### src/rtl/rle_pkg.sv
// Shared types and helpers for the run-length encoder.
package rle_pkg;

  localparam int unsigned SYM_W      = 8;
  localparam int unsigned PAIR_W     = 16;
  localparam int unsigned WORD_BYTES = 4;
  localparam int unsigned WORD_W     = 32;

  typedef enum logic [2:0] {
    ST_IDLE, ST_RD, ST_WAIT, ST_LOAD, ST_SCAN, ST_WR, ST_FLUSH, ST_DONE
  } rle_state_e;

  typedef struct packed {
    logic [SYM_W-1:0] cnt;
    logic [SYM_W-1:0] sym;
  } rle_pair_t;

  function automatic rle_pair_t pack_pair(input logic [SYM_W-1:0] cnt,
                                          input logic [SYM_W-1:0] sym);
    rle_pair_t p;
    p.cnt = cnt;
    p.sym = sym;
    return p;
  endfunction

endpackage

### src/rtl/rle_encoder_param_if.sv
// Single-port dpsram port A as seen by the encoder (master) and the memory (slave).
interface rle_encoder_param_if #(
  parameter int unsigned ADDR_W = 16
);
  logic              port_A_clk;
  logic [ADDR_W-1:0] port_A_addr;
  logic [31:0]       port_A_data_in;
  logic [31:0]       port_A_data_out;
  logic              port_A_we;

  modport master (
    output port_A_clk, port_A_addr, port_A_data_in, port_A_we,
    input  port_A_data_out
  );

  modport slave (
    input  port_A_clk, port_A_addr, port_A_data_in, port_A_we,
    output port_A_data_out
  );
endinterface

### src/rtl/rle_pair_packer.sv
// Packs {count,byte} pairs two per word (low half first) and issues the one-cycle write.
module rle_pair_packer
  import rle_pkg::*;
(
  input  logic              clk,
  input  logic              nreset,
  input  logic              clear,
  input  logic              push,
  input  logic              flush,
  input  rle_pair_t         pair,
  output logic              lo_vld,
  output logic              we,
  output logic [WORD_W-1:0] data
);

  rle_pair_t lo;

  // A flush always carries the frame's final pair; the high half is zero-padded if empty.
  always_ff @(posedge clk or negedge nreset) begin
    if (!nreset) begin
      lo     <= '0;
      lo_vld <= 1'b0;
      we     <= 1'b0;
      data   <= '0;
    end else begin
      we <= 1'b0;
      if (clear) begin
        lo_vld <= 1'b0;
      end else if (flush) begin
        data   <= lo_vld ? {pair, lo} : {PAIR_W'(0), pair};
        we     <= 1'b1;
        lo_vld <= 1'b0;
      end else if (push) begin
        if (lo_vld) begin
          data   <= {pair, lo};
          we     <= 1'b1;
          lo_vld <= 1'b0;
        end else begin
          lo     <= pair;
          lo_vld <= 1'b1;
        end
      end
    end
  end

endmodule

### src/rtl/rle_encoder_param.sv
// Parametrised run-length encoder over a shared single-port dpsram.
// Optional RLE_STATS_EN adds pair_count / max_run frame statistics.
module rle_encoder_param
  import rle_pkg::*;
#(
  parameter int unsigned ADDR_W  = 16,
  parameter int unsigned SIZE_W  = 32,
  parameter int unsigned MAX_RUN = 255,
  parameter int unsigned RD_LAT  = 1
) (
  input  logic              clk,
  input  logic              nreset,
  input  logic              start,
  input  logic [31:0]       message_addr,
  input  logic [SIZE_W-1:0] message_size,
  input  logic [31:0]       rle_addr,
  output logic [SIZE_W-1:0] rle_size,
  output logic              done,
`ifdef RLE_STATS_EN
  output logic [SIZE_W-1:0] pair_count,
  output logic [7:0]        max_run,
`endif
  rle_encoder_param_if.master mem
);

  localparam int unsigned LAT_W = 4;

  rle_state_e        state, ret_state, scan_next_c;
  logic [ADDR_W-1:0] rd_addr, wr_addr, addr_q;
  logic [SIZE_W-1:0] remaining;
  logic [WORD_W-1:0] word;
  logic [1:0]        idx;
  logic [SYM_W-1:0]  cur, cnt, byte_c;
  logic [LAT_W-1:0]  wait_cnt;
  logic              first;
  logic              emit_c, flush_c, clear_c, lo_vld, wr_we;
  logic [WORD_W-1:0] wr_data;
  rle_pair_t         pair_c;
  logic              unused_addr_bits;

  assign unused_addr_bits = ^{message_addr, rle_addr};

  assign mem.port_A_clk     = clk;
  assign mem.port_A_addr    = addr_q;
  assign mem.port_A_we      = wr_we;
  assign mem.port_A_data_in = wr_data;

  // Byte selection, pair emission and the state SCAN falls into after this byte.
  always_comb begin
    byte_c      = word[{idx, 3'b000} +: SYM_W];
    emit_c      = (state == ST_SCAN) && !first &&
                  ((byte_c != cur) || (cnt >= SYM_W'(MAX_RUN)));
    flush_c     = (state == ST_FLUSH);
    clear_c     = start && ((state == ST_IDLE) || (state == ST_DONE));
    pair_c      = pack_pair(cnt, cur);
    scan_next_c = ST_SCAN;
    if (remaining == SIZE_W'(1))
      scan_next_c = ST_FLUSH;
    else if (idx == 2'd3)
      scan_next_c = ST_RD;
  end

  always_ff @(posedge clk or negedge nreset) begin
    if (!nreset) begin
      state     <= ST_IDLE;
      ret_state <= ST_IDLE;
      rd_addr   <= '0;
      wr_addr   <= '0;
      addr_q    <= '0;
      remaining <= '0;
      word      <= '0;
      idx       <= '0;
      cur       <= '0;
      cnt       <= '0;
      wait_cnt  <= '0;
      first     <= 1'b0;
      rle_size  <= '0;
      done      <= 1'b0;
    end else begin
      case (state)
        ST_IDLE, ST_DONE: begin
          if (start) begin
            rd_addr   <= message_addr[ADDR_W-1:0];
            wr_addr   <= rle_addr[ADDR_W-1:0];
            remaining <= message_size;
            rle_size  <= '0;
            first     <= 1'b1;
            if (message_size == '0) begin
              state <= ST_DONE;
              done  <= 1'b1;
            end else begin
              state  <= ST_RD;
              done   <= 1'b0;
              addr_q <= message_addr[ADDR_W-1:0];
            end
          end
        end
        ST_RD: begin
          rd_addr  <= rd_addr + ADDR_W'(WORD_BYTES);
          wait_cnt <= '0;
          state    <= (RD_LAT > 1) ? ST_WAIT : ST_LOAD;
        end
        ST_WAIT: begin
          if (wait_cnt == LAT_W'(RD_LAT - 2))
            state <= ST_LOAD;
          else
            wait_cnt <= wait_cnt + LAT_W'(1);
        end
        ST_LOAD: begin
          word  <= mem.port_A_data_out;
          idx   <= '0;
          state <= ST_SCAN;
        end
        ST_SCAN: begin
          remaining <= remaining - SIZE_W'(1);
          idx       <= idx + 2'd1;
          if (first || emit_c) begin
            cur   <= byte_c;
            cnt   <= SYM_W'(1);
            first <= 1'b0;
          end else begin
            cnt <= cnt + SYM_W'(1);
          end
          // A second pending pair completes a word: write it before resuming.
          if (emit_c && lo_vld) begin
            state     <= ST_WR;
            ret_state <= scan_next_c;
            addr_q    <= wr_addr;
          end else begin
            state <= scan_next_c;
            if (scan_next_c == ST_RD)
              addr_q <= rd_addr;
          end
        end
        ST_WR: begin
          wr_addr  <= wr_addr + ADDR_W'(WORD_BYTES);
          rle_size <= rle_size + SIZE_W'(WORD_BYTES);
          state    <= ret_state;
          if (ret_state == ST_RD)
            addr_q <= rd_addr;
          if (ret_state == ST_DONE)
            done <= 1'b1;
        end
        ST_FLUSH: begin
          state     <= ST_WR;
          ret_state <= ST_DONE;
          addr_q    <= wr_addr;
        end
        default: state <= ST_IDLE;
      endcase
    end
  end

`ifdef RLE_STATS_EN
  // Frame statistics over emitted pairs, pad half excluded.
  always_ff @(posedge clk or negedge nreset) begin
    if (!nreset) begin
      pair_count <= '0;
      max_run    <= '0;
    end else if (clear_c) begin
      pair_count <= '0;
      max_run    <= '0;
    end else if (emit_c || flush_c) begin
      pair_count <= pair_count + SIZE_W'(1);
      if (cnt > max_run)
        max_run <= cnt;
    end
  end
`endif

  rle_pair_packer u_packer (
    .clk    (clk),
    .nreset (nreset),
    .clear  (clear_c),
    .push   (emit_c),
    .flush  (flush_c),
    .pair   (pair_c),
    .lo_vld (lo_vld),
    .we     (wr_we),
    .data   (wr_data)
  );

endmodule

### src/flat_wrapper.sv
// flat-port wrapper written by rule: the top's interface ports become plain ports
module rle_encoder_param_flat import rle_pkg::*;
#(
  parameter int unsigned ADDR_W  = 16,
  parameter int unsigned SIZE_W  = 32,
  parameter int unsigned MAX_RUN = 255,
  parameter int unsigned RD_LAT  = 1
)
  (clk, nreset, start, message_addr, message_size, rle_addr, rle_size, done, mem_port_A_clk, mem_port_A_addr, mem_port_A_data_in, mem_port_A_we, mem_port_A_data_out);
  rle_encoder_param_if #(.ADDR_W(ADDR_W)) mem_i ();
  input  logic clk;
  input  logic nreset;
  input  logic start;
  input  logic [31:0] message_addr;
  input  logic [SIZE_W-1:0] message_size;
  input  logic [31:0] rle_addr;
  output logic [SIZE_W-1:0] rle_size;
  output logic done;
  output wire logic [$bits(mem_i.port_A_clk)-1:0] mem_port_A_clk;
  output wire logic [$bits(mem_i.port_A_addr)-1:0] mem_port_A_addr;
  output wire logic [$bits(mem_i.port_A_data_in)-1:0] mem_port_A_data_in;
  output wire logic [$bits(mem_i.port_A_we)-1:0] mem_port_A_we;
  input wire logic [$bits(mem_i.port_A_data_out)-1:0] mem_port_A_data_out;
  assign mem_port_A_clk = mem_i.port_A_clk;
  assign mem_port_A_addr = mem_i.port_A_addr;
  assign mem_port_A_data_in = mem_i.port_A_data_in;
  assign mem_port_A_we = mem_i.port_A_we;
  assign mem_i.port_A_data_out = mem_port_A_data_out;
  rle_encoder_param #(.ADDR_W(ADDR_W), .SIZE_W(SIZE_W), .MAX_RUN(MAX_RUN), .RD_LAT(RD_LAT)) u_core (.clk(clk), .nreset(nreset), .start(start), .message_addr(message_addr), .message_size(message_size), .rle_addr(rle_addr), .rle_size(rle_size), .done(done), .mem(mem_i));
endmodule
### config.mk
export PLATFORM = sky130hd
export DESIGN_NAME = rle_encoder_param_flat
export DESIGN_NICKNAME = d
export VERILOG_FILES = /design/src/rtl/rle_pkg.sv /design/src/rtl/rle_encoder_param_if.sv /design/src/rtl/rle_pair_packer.sv /design/src/rtl/rle_encoder_param.sv /design/src/flat_wrapper.sv
export SDC_FILE = /design/constraint.sdc
export NUM_CORES = 1
export LEC_CHECK = 0
export CAP_MARGIN = 15
export CELL_PAD_IN_SITES_DETAIL_PLACEMENT = 1
export CELL_PAD_IN_SITES_GLOBAL_PLACEMENT = 1
export CORE_AREA = 2 2 164 166
export DETAILED_ROUTE_END_ITERATION = 10
export DIE_AREA = 0 0 166 168
export PLACE_DENSITY_LB_ADDON = 0.3
export SYNTH_ARGS = -nofsm -noshare
export SYNTH_HDL_FRONTEND = slang
export SYNTH_SLANG_ARGS = --single-unit
export TNS_END_PERCENT = 30
### constraint.sdc
create_clock -name clk -period 7.6 [get_ports clk]
set_input_delay 2.28 -clock clk [delete_from_list [all_inputs] [get_ports clk]]
set_output_delay 2.28 -clock clk [all_outputs]
set_load 0.01 [all_outputs]
==> results.sh <==
# physical design summary
export IMPL_dp_hpwl_um=22100
export IMPL_setup_tns_ns=0
export IMPL_power_leakage_nw=5.89
export IMPL_grt_pass1_vias=10100
export IMPL_synth_cell_type_count=66
export IMPL_regToRegStartpoint="u_core.idx[0]"
export IMPL_die_area_um2=27900
export IMPL_fin_nets=1413
export IMPL_yosys_register_bits=222
export IMPL_holdCritStartpoint="u_core.rd_addr[1]"
export IMPL_ir_drop_uv=276
export IMPL_power_density_nw_per_um2=390
export IMPL_synth_avg_cell_area_um2=9.93
export IMPL_first_iter_violations=557
export IMPL_drt_pass1_iterations=4
export IMPL_inv_count=33
export IMPL_gp_congestion=0.792
export IMPL_synth_top_area_share_pct=50.4
export IMPL_slowest_stage="clkdlybuf4s50_1"
export IMPL_tightestPinTransition_ns=1.00
export IMPL_swShare_pct=37.8
export IMPL_cts_tree="built"
export IMPL_die_w_um=166
export IMPL_tap_cells=341
export IMPL_antenna_cells=1
export IMPL_internal_power_w=0.00339
export IMPL_status="complete, no violations"
export IMPL_cp_data_arrival_time_ns=4.51
export IMPL_fillCellCount=2886
export IMPL_seq_share_pct=39.7
export IMPL_nFlopsAndLatches=222
export IMPL_ff_type="dfrtp_1"
export IMPL_worstSetupEndpointType="primary output"
export IMPL_top_area_cell="dfrtp_1"
export IMPL_wl_um=32800
export IMPL_fin_cells=1633
export IMPL_placedCellCount=1585
export IMPL_synth_cells=1111
export IMPL_antenna_found_initial=2
export IMPL_drive_above_1_share_pct=11.5
export IMPL_yosys_area_um2=11000
export IMPL_layout_area_comb_um2=5100
export IMPL_hold_violations=0
export IMPL_wire_per_inst_um=20.1
export IMPL_combinationalPowerShare_pct=38.3
export IMPL_p_sw_w=0.00206
export IMPL_timing_max_cap_violations=0
export IMPL_grt_max_degree=81
export IMPL_nonClkBufAreaFrac_pct=13.5
export IMPL_ys_cells=1111
export IMPL_post_cts_resized=0
export IMPL_synth_area_top_cells="dfrtp_1 50%, nand2_1 5.0%, mux2_2 4.8%"
export IMPL_cts_setup_buffers=0
export IMPL_cts_clk_slew_worst_paths_ns=0.06
export IMPL_postCtsHoldBufs=0
export IMPL_pin_count=214
export IMPL_row_count=60
export IMPL_seqPwrFrac_pct=38.2
export IMPL_seq_area_um2=5560
export IMPL_critPathLaunch="clk"
export IMPL_ant_nets=0
export IMPL_yosysWarnings=0
export IMPL_clockBufferCount=40
export IMPL_comb_share_pct=36.4
export IMPL_crit_chain="clkbuf_16, clkbuf_16, clkdlybuf4s50_1"
export IMPL_postSynthSeqShare_pct=50.4
export IMPL_worstSetupPathType="clk -> out"
export IMPL_crit_top_cell="clkbuf_16"
export IMPL_crit_path_start_kind="clock port"
export IMPL_final_clk_cell_share_pct=6.39
export IMPL_dominant_cells="sequential cells"
export IMPL_initCoreUtil_pct=41.9
export IMPL_worstPathMaxFanout=2
export IMPL_warnings=60
export IMPL_fp_dieH_um=168
export IMPL_slew_headroom_pct=33.1
export IMPL_worst_path_largest_cell_delay_ns=0.46
export IMPL_grt_usage_pct=23.5
export IMPL_synth_async_reset_ratio_pct=100
export IMPL_viasPerCell=5.80
export IMPL_grt_pass1_wl_um=53900
export IMPL_edf_count=0
export IMPL_syn_area_um2=11000
export IMPL_rsz0062_at_grt="no"
==> worst paths after layout <==
path	endpoint	slack, ns	depth (start not counted)
setup reg to reg	u_core.u_packer.data[27]	3.36	7
min in group asynchronous	u_core.rle_size[20]	1.60	1
hold reg to reg	u_core.rd_addr[1]	0.48	2
setup / recovery	mem_port_A_clk	0.81	3
hold / removal	u_core.rd_addr[1]	0.48	2
max in group asynchronous	u_core.remaining[27]	4.57	2
==> stage by stage <==
stage	hold WS, ns	total power [W]	cell area [um2]	worst slack, ns
after floorplan	0.439	0.00338	11000	1.40
after global placement	0.450	0.00407	13100	1.07
after detailed placement	0.472	0.00419	13100	1.07
after CTS	0.487	0.00551	14000	0.801
after global routing	0.512	0.00583	14000	0.789
final	0.483	0.00545	14000	0.810
==> power by group through the flow <==
stage / Sequential [W] / Clock, W / Combinational (W)
final: 0.00208 / 0.00128 / 0.00209
after global routing: 0.00215 / 0.00137 / 0.00231
after CTS: 0.00208 / 0.00131 / 0.00212
after detailed placement: 0.00209 / 0.0000134 / 0.00209
after global placement: 0.00206 / 0.0000134 / 0.00200
after floorplan: 0.00197 / 0.0000108 / 0.00140
==> layer usage <==
metal	up-vias	global-route usage, %	wire [um]
li1	4419	-	-
met1	4811	30.1	14200
met2	215	41.2	16400
met3	31	5.20	1900
met4	2	4.54	347
met5	-	0	8
==> synthesized netlist by cell type, types with 8 or more instances <==
| library cell | count |
|---|---|
| o221ai_1 | 18 |
| nor4_1 | 15 |
| o211ai_1 | 21 |
| inv_1 | 32 |
| a22o_1 | 16 |
| dfrtp_1 | 222 |
| a211oi_1 | 27 |
| or2_2 | 17 |
| clkbuf_1 | 30 |
| buf_1 | 13 |
| o21ai_0 | 52 |
| o311ai_0 | 9 |
| mux2_4 | 9 |
| a221o_1 | 13 |
| a21oi_1 | 48 |
| a31oi_1 | 22 |
| nand2b_1 | 9 |
| ha_1 | 8 |
| nand3_1 | 63 |
| nor3_1 | 41 |
| mux2i_1 | 18 |
| and3_1 | 19 |
| nand4_1 | 12 |
| nand2_1 | 147 |
| xnor2_1 | 11 |
| nor2_1 | 78 |
| mux2_2 | 47 |
==> placed cells by master (no fill, tap or decap), types with 28 or more instances in the layout <==
cell	instances
mux2_2	47
a21oi_1	48
nor2_1	78
nor3_1	41
o21ai_0	52
nand2_1	146
nand3_1	63
dfrtp_1	222
clkbuf_16	28
clkdlybuf4s50_1	178
inv_1	32
==> worst max-delay path, delay by kind of cell <==
family   cells  cell delay [ns]
buf+inv      3             0.71
==> logic make-up after synthesis <==
kind of cell	after synthesis	share of synthesized area, %
buffers and inverters	93	3.69
multiplexers	78	8.51
AND/OR/NAND/NOR	438	19.2
adder cells (fa/ha/maj)	8	0.907
XOR/XNOR	13	1.03
flip-flops	222	50.4
AND-OR/OR-AND	258	16.3
other	1	0.0340
==> registers in the layout (all words and copies together), names as in the netlist, 2 cells and up <==
register	cells
u_core.ret_state	3
u_core.wr_addr	16
u_core.u_packer.data	32
u_core.state	3
u_core.u_packer.lo	16
u_core.cnt	8
u_core.rd_addr	16
u_core.remaining	32
u_core.wait_cnt	4
u_core.mem.port_A_addr	16
u_core.rle_size	30
u_core.cur	8
u_core.idx	2
u_core.word	32
**Signal metal coverage by tile**

33 x 34 tiles, from dark blue (low) to red (high), scaled to the fullest tile. Values are wire area over tile area, all layers added.
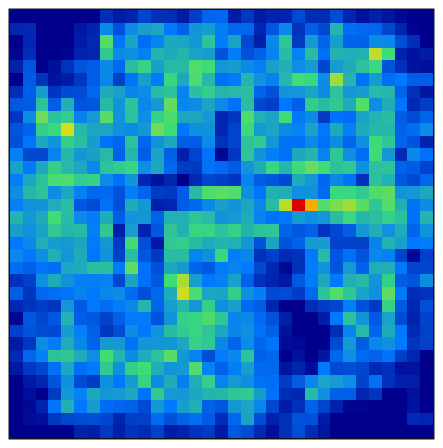
nearly empty tiles	7.1%
fullest tile	0.73
tiles over half the peak	4.4%
emptiest ninth of the die	lower right
mean over tiles	0.19

**Cell outlines without signal wires**

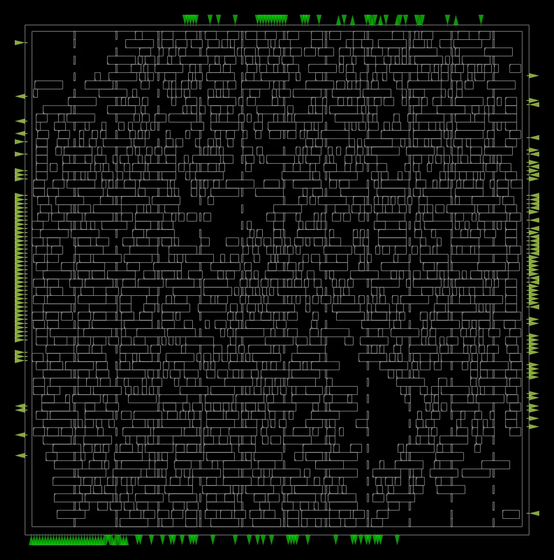
Final Util: 53.1%
Core ar.: 26400 um2

**Cell sizes after repair**

Bar = 50 um.
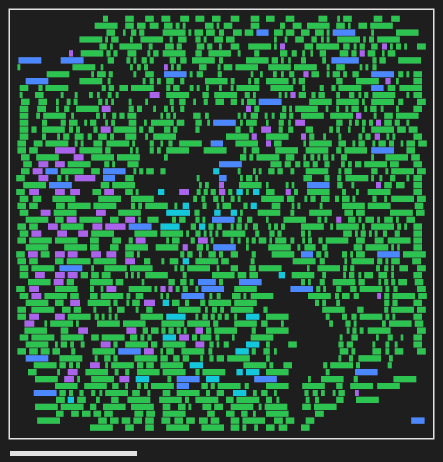
color	size	cells	share	most used
blue	drive 6 and up	39	3.0%	clkbuf_16
green	drive 1 or less	1143	89%	dfrtp_1
cyan	drive 3 to 4	26	2.0%	buf_4
purple	drive 2	83	6.4%	mux2_2
Syn-to-layout area delta: 26.7%
Non-clock buffers: 191
crit path setup slack, layout: 0.810 ns

**Clock distribution**

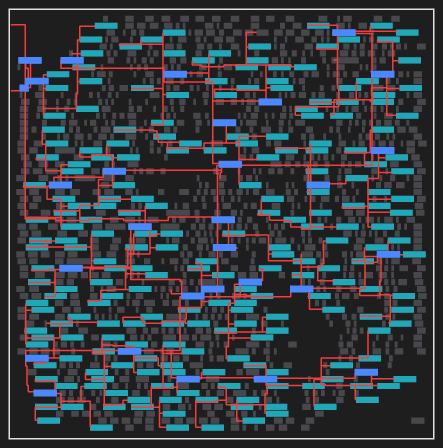
[red] clock wires | length: 3120 um
[cyan] flip-flops | count: 222
[blue] cells driving clock nets | count: 29
routed clock nets	30
Clk. pwr: 0.00128 W
Worst Skew: 0.00907 ns
Late-Pin Clk Latency: 0.64 ns
Clk pwr share: 23.5%

Power figures rest on the tool's default switching activity, not on a simulated workload.
